`src/rtl/reg_write_arbiter.sv`:
```
// reg_write_arbiter: round-robin arbiter sharing one registered datapath stage
// (a DATA_W-bit D-register) between NUM_REQ requesters. The winner's data is
// driven on reg_wdata. The register output is compared against it to confirm
// the capture. Then a one-cycle req_ready completes the handshake.
// Repeated capture failures abort the grant with a one-cycle err pulse.
// Optional feature: define ARB_GRANT_CNT_EN to add a saturating 16-bit
// grant_count output that counts successful transfers.
module reg_write_arbiter #(
   parameter int NUM_REQ   = 4,
   parameter int DATA_W    = 4,
   parameter int MAX_RETRY = 3
) (
   input  logic                       clk,
   input  logic                       reset,
   input  logic [NUM_REQ-1:0]         req_valid,
   input  logic [NUM_REQ*DATA_W-1:0]  req_data,
   output logic [NUM_REQ-1:0]         req_ready,
   output logic [DATA_W-1:0]          reg_wdata,
   input  logic [DATA_W-1:0]          reg_rdata,
   output logic [$clog2(NUM_REQ)-1:0] grant_id,
   output logic                       busy,
   output logic                       err
`ifdef ARB_GRANT_CNT_EN
   ,
   output logic [15:0]                grant_count
`endif
);

   localparam int ID_W   = $clog2(NUM_REQ);
   localparam int CAND_W = ID_W + 1;
   localparam logic [3:0] LAST_RETRY = 4'(MAX_RETRY - 1);

   typedef enum logic [1:0] {
      IDLE,
      DRIVE,
      CHECK
   } state_t;

   state_t            state;
   state_t            state_next;
   logic [ID_W-1:0]   rr_ptr;
   logic [3:0]        retry;
   logic [ID_W-1:0]   winner;
   logic              any_valid;
   logic [CAND_W-1:0] cand;
   logic              load_grant;
   logic              retry_inc;
   logic              release_grant;
   logic              transfer_ok;

   // Round-robin search: scan from the farthest candidate back to pointer+1 so the
   // nearest valid requester after the pointer is the one left in winner.
   always_comb begin
      any_valid = 1'b0;
      winner    = '0;
      cand      = '0;
      for (int i = NUM_REQ; i >= 1; i--) begin
         cand = {1'b0, rr_ptr} + CAND_W'(i);
         if (cand >= CAND_W'(NUM_REQ)) begin
            cand = cand - CAND_W'(NUM_REQ);
         end
         if (req_valid[cand[ID_W-1:0]]) begin
            any_valid = 1'b1;
            winner    = cand[ID_W-1:0];
         end
      end
   end

   // State register; an asynchronous reset abandons any grant in flight.
   always_ff @(posedge clk or posedge reset) begin
      if (reset) begin
         state <= IDLE;
      end else begin
         state <= state_next;
      end
   end

   // Next-state logic plus the combinational handshake/err pulses issued in CHECK.
   always_comb begin
      state_next    = state;
      req_ready     = '0;
      err           = 1'b0;
      load_grant    = 1'b0;
      retry_inc     = 1'b0;
      release_grant = 1'b0;
      transfer_ok   = 1'b0;
      case (state)
         IDLE: begin
            if (any_valid) begin
               load_grant = 1'b1;
               state_next = DRIVE;
            end
         end
         DRIVE: begin
            state_next = CHECK;
         end
         CHECK: begin
            if (reg_rdata == reg_wdata) begin
               req_ready     = NUM_REQ'(1) << grant_id;
               transfer_ok   = 1'b1;
               release_grant = 1'b1;
               state_next    = IDLE;
            end else if (retry == LAST_RETRY) begin
               err           = 1'b1;
               release_grant = 1'b1;
               state_next    = IDLE;
            end else begin
               retry_inc  = 1'b1;
               state_next = DRIVE;
            end
         end
         default: begin
            state_next = IDLE;
         end
      endcase
   end

   // Grant bookkeeping: latch winner and its data, count retries, and move the
   // pointer to the finished grant (aborted ones too, so a stuck requester
   // cannot starve the others).
   always_ff @(posedge clk or posedge reset) begin
      if (reset) begin
         reg_wdata <= '0;
         grant_id  <= '0;
         retry     <= '0;
         rr_ptr    <= ID_W'(NUM_REQ - 1);
      end else begin
         if (load_grant) begin
            grant_id  <= winner;
            reg_wdata <= req_data[int'(winner)*DATA_W +: DATA_W];
            retry     <= '0;
         end
         if (retry_inc) begin
            retry <= retry + 4'd1;
         end
         if (release_grant) begin
            rr_ptr <= grant_id;
         end
      end
   end

   assign busy = (state != IDLE);

`ifdef ARB_GRANT_CNT_EN
   // Saturating count of successful transfers; aborted grants are not counted.
   always_ff @(posedge clk or posedge reset) begin
      if (reset) begin
         grant_count <= '0;
      end else if (transfer_ok && (grant_count != 16'hFFFF)) begin
         grant_count <= grant_count + 16'd1;
      end
   end
`endif

endmodule

```
`config.mk`:
```
export PLATFORM = sky130hd
export DESIGN_NAME = reg_write_arbiter
export DESIGN_NICKNAME = d
export VERILOG_FILES = /design/src/rtl/reg_write_arbiter.sv
export SDC_FILE = /design/constraint.sdc
export NUM_CORES = 1
export LEC_CHECK = 0
export CORE_UTILIZATION = 46
export CTS_BUF_LIST = sky130_fd_sc_hd__clkbuf_16
export DETAILED_ROUTE_END_ITERATION = 16
export PLACE_DENSITY = 0.87
export SLEW_MARGIN = 5
export SYNTH_ARGS = -nofsm -noshare
export SYNTH_HDL_FRONTEND = slang
export SYNTH_SLANG_ARGS = --single-unit
```
`constraint.sdc`:
```
create_clock -name clk -period 4.2 [get_ports clk]
set_clock_uncertainty 0.05 [all_clocks]
set_input_delay 0.84 -clock clk [delete_from_list [all_inputs] [get_ports clk]]
set_output_delay 0.84 -clock clk [all_outputs]
set_load 0.01 [all_outputs]
```
==> images/io_fan.png <==
Scale bar: 10 um.
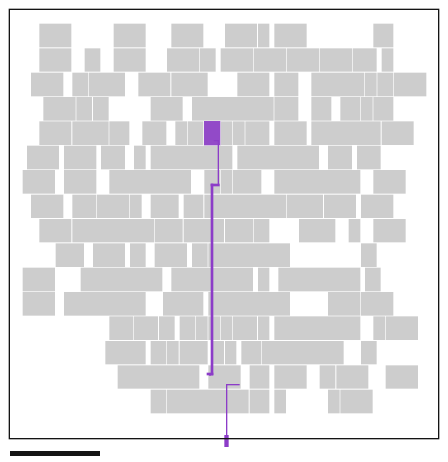
- purple: `err` (bits 1; direction output; end cells 1; buffers 1; wire 34.5 um)
Top Ports: 38
number of I/O port buffers: 37

==> results.json <==
{
  "global_route.usage.total": 0.215,
  "grt_start_max_net_pins": 15,
  "bufs_on_longest_clock_path": 2,
  "run_status": "completed",
  "pg_seq_uw": 262,
  "lay_top_count": "clkdlybuf4s50_1",
  "cts_hold_buf": 0,
  "drt_first_iter_violations": 21,
  "synthFlopType": "dfrtp_1",
  "yosys-mux-area-fraction": 0.131,
  "syn-instance-count": 102,
  "h-tree-depth": 1,
  "final.signal_inverter_count": 8,
  "clock.latency.late_pin_ns": 0.24,
  "via_count_of_the_first_global_routing_pass": 837,
  "ys_sh_adder": 0.0260,
  "timing.hold.worst_path_depth": 1,
  "critical_path_peak_fanout": 4,
  "finalHoldViolCount": 0,
  "drcViolationCount": 0,
  "final.clkbuf_count": 3,
  "critical-path-slowest-cell": "clkdlybuf4s50_1",
  "critical_path.reg2reg.endpoint": "retry[3]$_DFFE_PP0P_",
  "num-fill-cells": 160,
  "grt_first_pass_wirelength_mm": 3.37,
  "crit_path_cell_trace": "clkdlybuf4s50_1, xor2_1, nor4_2, or2b_1, nor3_1, clkdlybuf4s50_1"
}
==> images/layer_met1.png <==
Scale bar: 10 um. Supply wires on this layer in grey. Cells faint in the background.
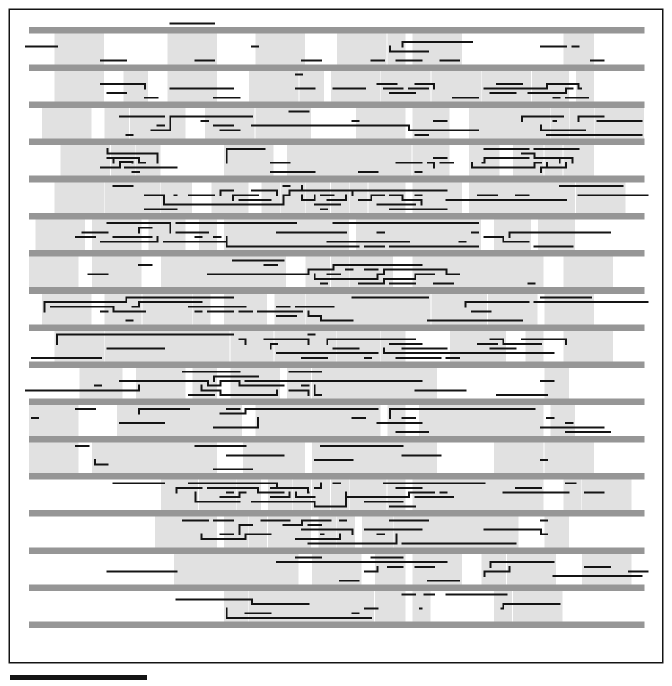
- longest straight run: 12.9 um
- share of all routed wire: 40%
- nets with wire on the layer: 141
met1 usage in global routing: 0.233
vias after detailed routing: 920
Final Routed Wirelength: 2.27 mm

